File: src/rtl/uart_pkg.sv
// uart_pkg: shared FSM state type and oversample constants for the UART receiver
package uart_pkg;
  typedef enum logic [2:0] {IDLE, START, DATA, PARITY, STOP} rx_state_t;
  localparam logic [3:0] VOTE_LO  = 4'd7;
  localparam logic [3:0] VOTE_MID = 4'd8;
  localparam logic [3:0] VOTE_HI  = 4'd9;
  localparam int         OVERSAMPLE_DEF = 16;
  localparam logic [3:0] SMP_LAST = 4'(OVERSAMPLE_DEF - 1);
endpackage

File: src/rtl/uart_rx_sync.sv
// uart_rx_sync: 2-FF rx synchroniser and rxclk rising-edge detector
// Ports: clk, reset_n (async active-low), rxclk (16x oversample wave),
//        rx (async serial line) -> rx_s (synchronised rx), tick (1-cycle sample enable)
module uart_rx_sync (
  input  logic clk,
  input  logic reset_n,
  input  logic rxclk,
  input  logic rx,
  output logic rx_s,
  output logic tick
);
  logic [1:0] rx_q;
  logic       rxclk_q;
  // synchroniser presets to the idle-high line level so reset never fakes a start bit edge
  always_ff @(posedge clk or negedge reset_n)
    if (!reset_n) begin
      rx_q    <= 2'b11;
      rxclk_q <= 1'b0;
    end else begin
      rx_q    <= {rx_q[0], rx};
      rxclk_q <= rxclk;
    end
  assign rx_s = rx_q[1];
  assign tick = rxclk & ~rxclk_q;
endmodule

File: src/rtl/uart_rx.sv
// uart_rx: oversampling UART receiver with 3-sample majority vote per bit
// Ports: clk, reset_n (async active-low), rxclk (oversample wave from baud gen), rx (serial in)
//        rx_data (last payload), rx_valid / frame_err (1-cycle strobes), busy (FSM not idle)
//        parity_err (1-cycle strobe) exists only when UART_RX_PARITY_EN is defined
module uart_rx
  import uart_pkg::*;
#(
  parameter int DATA_BITS  = 8,
  parameter int OVERSAMPLE = 16
`ifdef UART_RX_PARITY_EN
  , parameter bit PARITY_ODD = 1'b0
`endif
) (
  input  logic                 clk,
  input  logic                 reset_n,
  input  logic                 rxclk,
  input  logic                 rx,
  output logic [DATA_BITS-1:0] rx_data,
  output logic                 rx_valid,
  output logic                 frame_err,
`ifdef UART_RX_PARITY_EN
  output logic                 parity_err,
`endif
  output logic                 busy
);
  localparam int         BW      = DATA_BITS > 1 ? $clog2(DATA_BITS) : 1;
  localparam logic [3:0] SMP_END = 4'(OVERSAMPLE - 1);
  logic rx_s, tick, vote, vote_at, last;
  rx_state_t state_q, state_d;
  logic [3:0] smp_q, smp_d;
  logic [BW-1:0] bit_q, bit_d;
  logic [1:0] v_q, v_d;
  logic [DATA_BITS-1:0] sh_q, sh_d, data_q, data_d;
  logic valid_q, valid_d, ferr_q, ferr_d;
`ifdef UART_RX_PARITY_EN
  logic par_q, par_d, perr_q, perr_d;
`endif
  uart_rx_sync u_sync (.clk(clk), .reset_n(reset_n), .rxclk(rxclk), .rx(rx), .rx_s(rx_s), .tick(tick));
  // samples 7 and 8 are held; sample 9 is taken live so the vote resolves on that tick
  assign vote    = (v_q[0] & v_q[1]) | (v_q[0] & rx_s) | (v_q[1] & rx_s);
  assign vote_at = tick && smp_q == VOTE_HI;
  assign last    = tick && smp_q == SMP_END;
  assign v_d     = {tick && smp_q == VOTE_MID ? rx_s : v_q[1], tick && smp_q == VOTE_LO ? rx_s : v_q[0]};
  always_comb begin
    state_d = state_q;
    smp_d   = tick ? (smp_q == SMP_END ? '0 : smp_q + 4'd1) : smp_q;
    bit_d   = bit_q;
    sh_d    = sh_q;
    data_d  = data_q;
    valid_d = 1'b0;
    ferr_d  = 1'b0;
`ifdef UART_RX_PARITY_EN
    par_d   = par_q;
    perr_d  = 1'b0;
`endif
    case (state_q)
      IDLE: begin
        smp_d   = '0;
        state_d = tick && !rx_s ? START : IDLE;
      end
      START: begin
        if (vote_at && vote) state_d = IDLE;
        else if (last) begin
          state_d = DATA;
          bit_d   = '0;
        end
      end
      DATA: begin
        if (vote_at) sh_d = {vote, sh_q[DATA_BITS-1:1]};
        if (last) begin
          bit_d = bit_q + 1'b1;
`ifdef UART_RX_PARITY_EN
          state_d = bit_q == BW'(DATA_BITS - 1) ? PARITY : DATA;
`else
          state_d = bit_q == BW'(DATA_BITS - 1) ? STOP : DATA;
`endif
        end
      end
`ifdef UART_RX_PARITY_EN
      PARITY: begin
        if (vote_at) par_d = vote;
        if (last) state_d = STOP;
      end
`endif
      STOP: begin
        // return to IDLE on the vote tick so a start bit half a bit later is still caught
        if (vote_at) begin
          state_d = IDLE;
          data_d  = sh_q;
          valid_d = vote;
          ferr_d  = !vote;
`ifdef UART_RX_PARITY_EN
          perr_d  = (^sh_q ^ par_q) != PARITY_ODD;
`endif
        end
      end
      default: state_d = IDLE;
    endcase
  end
  always_ff @(posedge clk or negedge reset_n)
    if (!reset_n) begin
      state_q <= IDLE;
      smp_q   <= '0;
      bit_q   <= '0;
      v_q     <= '0;
      sh_q    <= '0;
      data_q  <= '0;
      valid_q <= 1'b0;
      ferr_q  <= 1'b0;
`ifdef UART_RX_PARITY_EN
      par_q   <= 1'b0;
      perr_q  <= 1'b0;
`endif
    end else begin
      state_q <= state_d;
      smp_q   <= smp_d;
      bit_q   <= bit_d;
      v_q     <= v_d;
      sh_q    <= sh_d;
      data_q  <= data_d;
      valid_q <= valid_d;
      ferr_q  <= ferr_d;
`ifdef UART_RX_PARITY_EN
      par_q   <= par_d;
      perr_q  <= perr_d;
`endif
    end
  assign rx_data   = data_q;
  assign rx_valid  = valid_q;
  assign frame_err = ferr_q;
`ifdef UART_RX_PARITY_EN
  assign parity_err = perr_q;
`endif
  assign busy = state_q != IDLE;
endmodule

File: config.mk
export PLATFORM = sky130hd
export DESIGN_NAME = uart_rx
export DESIGN_NICKNAME = d
export VERILOG_FILES = /design/src/rtl/uart_pkg.sv /design/src/rtl/uart_rx_sync.sv /design/src/rtl/uart_rx.sv
export SDC_FILE = /design/constraint.sdc
export NUM_CORES = 1
export LEC_CHECK = 0
export CAP_MARGIN = 40
export CORE_ASPECT_RATIO = 1.1
export CORE_MARGIN = 2
export CORE_UTILIZATION = 60
export CTS_CLUSTER_DIAMETER = 100
export CTS_CLUSTER_SIZE = 24
export DETAILED_ROUTE_END_ITERATION = 10
export DONT_BUFFER_PORTS = 1
export PLACE_DENSITY = 0.79
export SYNTH_ARGS = -nofsm -noshare
export SYNTH_HDL_FRONTEND = slang
export SYNTH_HIERARCHICAL = 1
export SYNTH_SLANG_ARGS = --single-unit
File: constraint.sdc
create_clock -name clk -period 3.15 [get_ports clk]
set_input_delay 0.945 -clock clk [delete_from_list [all_inputs] [get_ports clk]]
set_output_delay 0.945 -clock clk [all_outputs]
set_load 0.02 [all_outputs]
==> images/layer_met3.png <==
The bar under the picture is 20 µm long.
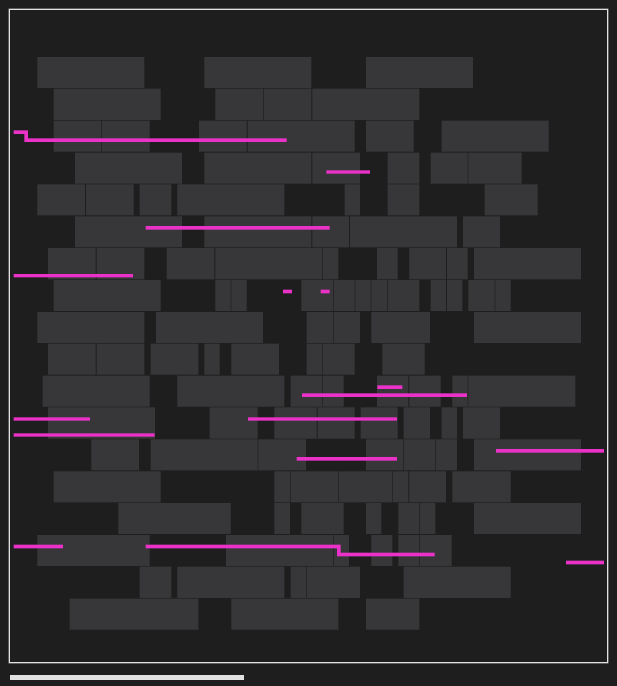
- main direction: horizontal
- nets with wire on the layer: 12
- share of all routed wire: 6.7%
grt met3 use: 0.0887
DRT Wirelength: 2220 µm
vias after detailed routing: 843

==> images/layer_met2.png <==
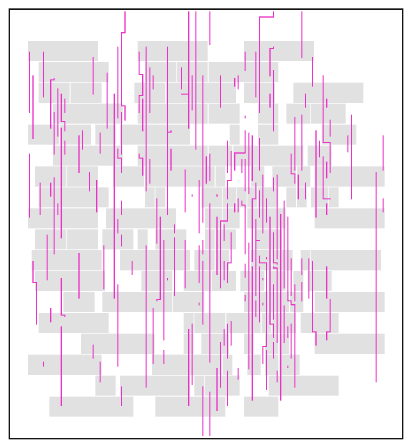
- nets with wire on the layer: 106
- wire length on this layer: 1070 µm
- longest straight run: 27.2 µm

==> images/clk_routes.png <==
The bar under the picture is 20 µm long.
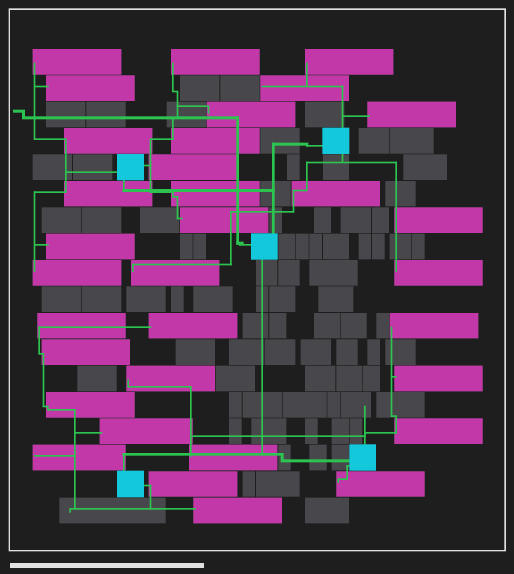
- flip-flops: magenta (count 33)
- clock wires: green (length 372 µm)
- clock drivers: cyan (count 5)
- flops lie: all over the die
- routed clock nets: 6

==> flow_summary_export.csv <==
group,metric,value,unit
status,outcome,"complete, no violations",
timing,setup_viol,0,
run,warnings,28,
clock_network,clk_latency,0.33,ns
floorplanning,fp_util,0.640,
clock_network,post-cts-setup-buffers,0,
clock_network,ctsResizeCount,0,
power,leakage,0.761,nW
placement,numPortBuffers,0,
timing,fin_skew,0.00899,ns
critical_path,startpoint_type,"flop",
critical_path,ff2ff_path_depth,6,
synth,syn_nets,120,
synth,mux_area_frac,0.154,
synth,synthArstFlopShare,1.00,
cells_and_area,layout-drive-gt1-share,0.316,
global_route,overflow,0,
clock_network,clk_path_buf_depth,2,
cells_and_area,num-nets-final,125,
detailed_routing,drt_iter0_markers,12,
global_route,grt_pass1_vias,881,
placement,dp_cells,139,
critical_path,endpoint_kind,"output pin",
critical_path,crit_arrival,1.29,ns
floorplanning,die_w,51.0,µm
timing,max_freq,448,MHz
global_route,grt_antenna_before_repair,0,
synth,yosys.area_share.aoi,0.0499,
critical_path,startpoint,"state_q[2]",
clock_network,clock_sinks,33,
synth,synth.distinct_cells,32,
critical_path,endpoint,"busy",
floorplanning,ioPinCount,15,
clock_network,cts_root_buffer,"clkbuf_4",
synth,edf_count,0,
synth,synthTopLogicFamily,"multiplexers",
critical_path,critPathMaxFanout,10,
synth,adder_share,0.0507,
power,power,863,µW
synth,synth_cells,111,
critical_path,r2r-end,"bit_q[2]",
timing,holdWs,0.288,ns
timing,min_period,2.23,ns
timing,finalClockPeriodUsage,0.709,
floorplanning,die_area,2840,µm²
floorplanning,die_y,55.7,µm
metal layers:
| layer | vias up | routed length [µm] |
|---|---|---|
| met3 | 5 | 148 |
| li1 | 405 | - |
| met5 | - | 0 |
| met4 | 0 | 23 |
| met2 | 21 | 1070 |
| met1 | 412 | 985 |
synth_stat cells, types with 2 or more instances:
cell      number  share of area
a21oi_1        4          0.014
a22o_1         2          0.012
buf_6          3          0.023
dfrtp_1       31           0.53
dfstp_2        2          0.036
ha_1           5          0.043
inv_1          4          0.010
mux2_2        19           0.15
nand2_1        4          0.010
nand4b_1       3          0.018
nor2_1        12          0.031
nor3_1         2         0.0069
where the power goes:
part	internal, mW	switching [mW]
sequential	0.443	0.0227
combinational	0.0349	0.0459
clock	0.168	0.148
final cells by class:
cell class / instances / area (µm²) / share of cell area
tap: 30 / 37.5 / 0.0242
clock inverter: 3 / 46.3 / 0.0299
clock buffer: 5 / 37.5 / 0.0242
inverter: 4 / 15.0 / 0.00969
timing repair buffer: 1 / 7.51 / 0.00484
multi-input combinational: 71 / 578 / 0.373
sequential: 33 / 828 / 0.534
critical path, stage by stage, from the launching register on:
cell     delay [ns]
dfrtp_1        0.50
nor3_1         0.17
buf_4          0.17
inv_1          0.11
per-stage QoR:
| step | setup WS, ns | util | instance area, µm² |
|---|---|---|---|
| detailed placement | 0.930 | 0.645 | 1470 |
| floorplan | 1.11 | - | 1460 |
| finish | 0.917 | 0.682 | 1550 |
| CTS | 0.895 | 0.682 | 1550 |
| global route | 0.824 | 0.682 | 1550 |
| global placement | 0.977 | 0.645 | 1470 |
Power and IR drop assume default switching activity.
